$ cat src/rtl/mux_n1_pipe.sv
// mux_n1_pipe: parametrised N:1 operand select feeding a 1..4 stage register
// pipeline with valid tracking, stall and flush.
// Optional sticky out-of-range select flag: define MUX_N1_PIPE_SEL_ERR_EN.
// Without the macro err_o is tied low and no detection logic exists.
module mux_n1_pipe #(
  parameter int unsigned WIDTH  = 32,
  parameter int unsigned N_IN   = 3,
  parameter int unsigned STAGES = 1
) (
  input  logic                      clk_i,
  input  logic                      rst_i,
  input  logic [N_IN*WIDTH-1:0]     d_i,
  input  logic [$clog2(N_IN)-1:0]   s_i,
  input  logic                      valid_i,
  input  logic                      stall_i,
  input  logic                      flush_i,
  output logic [WIDTH-1:0]          y_o,
  output logic                      valid_o,
  output logic [$clog2(N_IN)-1:0]   sel_o,
  output logic                      err_o
);

  localparam int unsigned SEL_W = $clog2(N_IN);
  localparam int unsigned LAST  = STAGES - 1;

  logic [WIDTH-1:0] d_arr [N_IN];
  logic [SEL_W:0]   s_ext_c;
  logic             s_oor_c;
  logic [SEL_W-1:0] sel_eff_c;
  logic [WIDTH-1:0] data_sel_c;

  logic [WIDTH-1:0] data_q  [STAGES];
  logic [SEL_W-1:0] sel_q   [STAGES];
  logic [STAGES-1:0] valid_q;

  // Unpack the flat data bus into one word per input.
  always_comb begin
    for (int unsigned k = 0; k < N_IN; k++) begin
      d_arr[k] = d_i[k*WIDTH +: WIDTH];
    end
  end

  // Saturate out-of-range selects to the highest input, then pick the word.
  always_comb begin
    s_ext_c    = {1'b0, s_i};
    s_oor_c    = (s_ext_c >= (SEL_W+1)'(N_IN));
    sel_eff_c  = s_oor_c ? SEL_W'(N_IN - 1) : s_i;
    data_sel_c = d_arr[sel_eff_c];
  end

  // Pipeline: flush clears valids only, stall freezes, otherwise advance.
  // Stage 0 data/sel only load on a valid word to avoid needless toggling.
  always_ff @(posedge clk_i or posedge rst_i) begin
    if (rst_i) begin
      valid_q <= '0;
      for (int unsigned i = 0; i < STAGES; i++) begin
        data_q[i] <= '0;
        sel_q[i]  <= '0;
      end
    end else if (flush_i) begin
      valid_q <= '0;
    end else if (!stall_i) begin
      for (int unsigned i = 1; i < STAGES; i++) begin
        data_q[i]  <= data_q[i-1];
        sel_q[i]   <= sel_q[i-1];
        valid_q[i] <= valid_q[i-1];
      end
      valid_q[0] <= valid_i;
      if (valid_i) begin
        data_q[0] <= data_sel_c;
        sel_q[0]  <= sel_eff_c;
      end
    end
  end

  assign y_o     = data_q[LAST];
  assign valid_o = valid_q[LAST];
  assign sel_o   = sel_q[LAST];

`ifdef MUX_N1_PIPE_SEL_ERR_EN
  logic err_q;

  // Sticky flag for any accepted word whose select was out of range.
  always_ff @(posedge clk_i or posedge rst_i) begin
    if (rst_i) begin
      err_q <= 1'b0;
    end else if (valid_i && !stall_i && !flush_i && s_oor_c) begin
      err_q <= 1'b1;
    end
  end

  assign err_o = err_q;
`else
  assign err_o = 1'b0;
`endif

endmodule

$ cat config.mk
export PLATFORM = sky130hd
export DESIGN_NAME = mux_n1_pipe
export DESIGN_NICKNAME = d
export VERILOG_FILES = /design/src/rtl/mux_n1_pipe.sv
export SDC_FILE = /design/constraint.sdc
export NUM_CORES = 1
export LEC_CHECK = 0
export CAP_MARGIN = 20
export CORE_MARGIN = 1
export CORE_UTILIZATION = 35
export DETAILED_ROUTE_END_ITERATION = 12
export HOLD_SLACK_MARGIN = 0.02
export PLACE_DENSITY_LB_ADDON = 0.25
export SLEW_MARGIN = 0
export SYNTH_ARGS = -nofsm -noshare
export SYNTH_HDL_FRONTEND = slang
export SYNTH_SLANG_ARGS = --single-unit
$ cat constraint.sdc
create_clock -name clk_i -period 1.3 [get_ports clk_i]
set_input_delay 0.195 -clock clk_i [delete_from_list [all_inputs] [get_ports clk_i]]
set_output_delay 0.195 -clock clk_i [all_outputs]
set_load 0.02 [all_outputs]
Figure 1. PDN straps and rails.
Scale bar: 20 um. Pins as bars on the die edge.
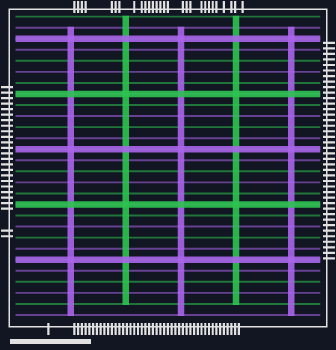
Key: purple = VSS; green = VDD
139 signal pins sit on the boundary. 5 straps on met4. 28 met1 rails follow the rows. 5 straps on met5. The core has 27 rows.
floorplan core area: 5510 um2
die boundary height: 77.8 um
horizontal die dimension: 77.8 um
maximum resistive drop on vdd: 482 uV

Figure 2. Placed cells, one colour a class.
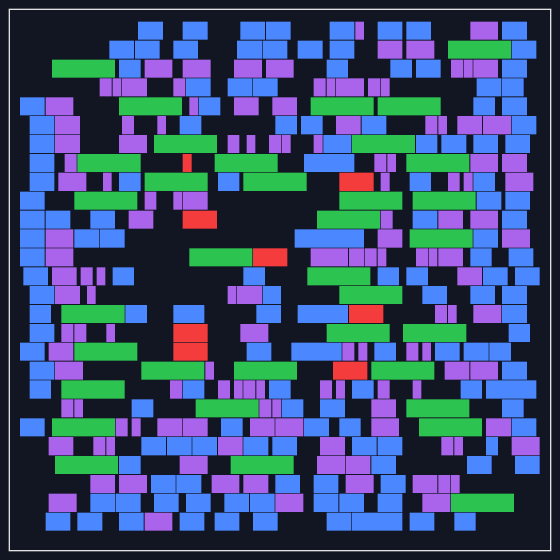
Key: red = clock drivers and dummy loads [cells 8]; purple = combinational and other logic [cells 137]; blue = remaining buffers and delay cells [cells 145]; green = sequential cells [cells 35]
Layout Utilization: 64.6%
Finished Cell Area: 3560 um2
flop share of the area: 24.6%

==> deck_impl_summary.md <==
Physical Implementation Snapshot

Clocking
  – Setup Buffers After CTS: 0
  – Clk sink count: 35
  – H-tree depth: 2
  – Bufs on Longest Clock Path: 2
  – Post-cts hold buffer count: 0

Setup path
  – Crit Reg-Reg Endpoint: sel_o[1]
  – Kind of launch point of the worst setup path: input port
  – Element type at the critical path end: flip-flop
  – Data required time at the worst endpoint: 1.46 ns
  – Crit Path Class: input port to flip-flop

Synthesis
  – Synth Area in XOR/XNOR: 0%
  – FF+latch count, synth: 35
  – Largest cells by area after synthesis: dfrtp_1 44%, mux2_2 18%, mux2i_1 16%
  – Main flop type after synthesis: dfrtp_1
  – Share of Yosys cell area claimed by the top area cell type: 43.6%
  – Compound-cell area share of the yosys netlist: 8.21%
  – Total cells reported by yosys after synthesis: 188

STA
  – Upper clock frequency limit: 797 MHz
  – Count of endpoints failing hold in the final timing report: 0
  – Final WS setup: 0.0448 ns
  – Setup repair after global routing missed its margin: no
  – Fin crit share: 96.6%
  – Final Max Tran Viols: 0

Layout
  – MI comb area: 1020 um2
  – # fillers: 479
  – Final Instance Count excl. Fillers: 397

Placement
  – Placed Instances: 388
  – Area of placed instances: 3460 um2

Power and ir drop
  – Switching fraction of total power: 29.9%

Global route
  – Total routing usage reported by global routing: 20.1%
  – Initial antenna violation count: 0

Route
  – Detailed-router iteration count before antenna repair: 3
  – Total via count after detailed routing: 1837
  – Post-detailed-route count of antenna-violating nets: 0

Worst hold path
  – Worst Hold Class: input port to flip-flop

Run status
  – Run status: completed

Floorplanning
  – Number of ports placed on the die boundary: 139

Flow run
  – Number of max-cap violations: 0
Figure 3. Clock wires, drivers and flops.
Scale bar: 20 um.
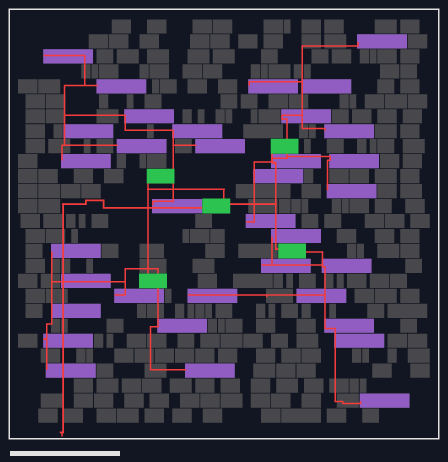
Key: red = clock wires [length 467 um]; green = clock drivers [count 5]; purple = flip-flops [count 35]
There are 6 routed clock nets.
Setup Skew: 0 ns
Clock Latency Late Sink: 0.28 ns
power dissipated in the clock network: 0.849 mW

-- state kept, by name (all words and copies together) (netlist names) --
signal,flops
sel_o,2
y_o,32
valid_o,1
-- routing by layer --
metal	global-route usage [%]	routed length [um]
met5	0	0
met2	36.3	2860
met4	7.74	95
met1	22.8	2260
met3	4.59	393
-- final cells by class --
cell class              count  share of cell area (%)
clock buffers               8                    2.81
inverters                   1                   0.105
repair buffers            145                    41.3
well taps                  72                    2.53
multi-input cells         136                    28.6
flip-flops and latches     35                    24.6
-- cell usage in the layout, fill, tap and decap left out, drive strengths merged --
cell type,netlist,routed
o21ai,33,33
nand2,33,33
buf,13,9
clkdlybuf4s50,0,99
clkbuf,3,8
nor2,1,1
inv,1,1
dlygate4sd2,0,36
mux2,33,33
mux2i,33,33
nand2b,1,1
or3b,1,1
dlymetal6s2s,0,1
dfrtp,35,35
conb,1,1
-- repair_timing --
item	4_1_cts	5_1_grt
cloned	1	0
gates resized	37	11
pin swaps	0	0
setup endpoints to repair	67	23
-- power groups by stage --
stage          sequential (mW)  combinational [mW]  clock [mW]
2_1_floorplan             1.63               0.369           0
3_3_place_gp              1.38                1.37           0
3_5_place_dp              1.39                1.39           0
4_1_cts                   1.36                1.27       0.877
5_1_grt                   1.39                1.37       0.947
6_report                  1.36                1.26       0.849
-- critical path, cell delays in order --
cell and delay [ns]:
clkdlybuf4s50_1 0.42, or3b_4 0.47, buf_12 0.18, nand2_1 0.06
o21ai_0 0.08
-- kinds of logic (layout without fill, tap and decap cells) --
kind of cell           after synthesis  in the layout
AOI/OAI and AO/OA                   33             33
other                                1              1
and+or+nand+nor                     36             36
buffers and inverters               17            154
DFF                                 35             35
muxes                               66             66
Power figures rest on the tool's default switching activity, not on a simulated workload.
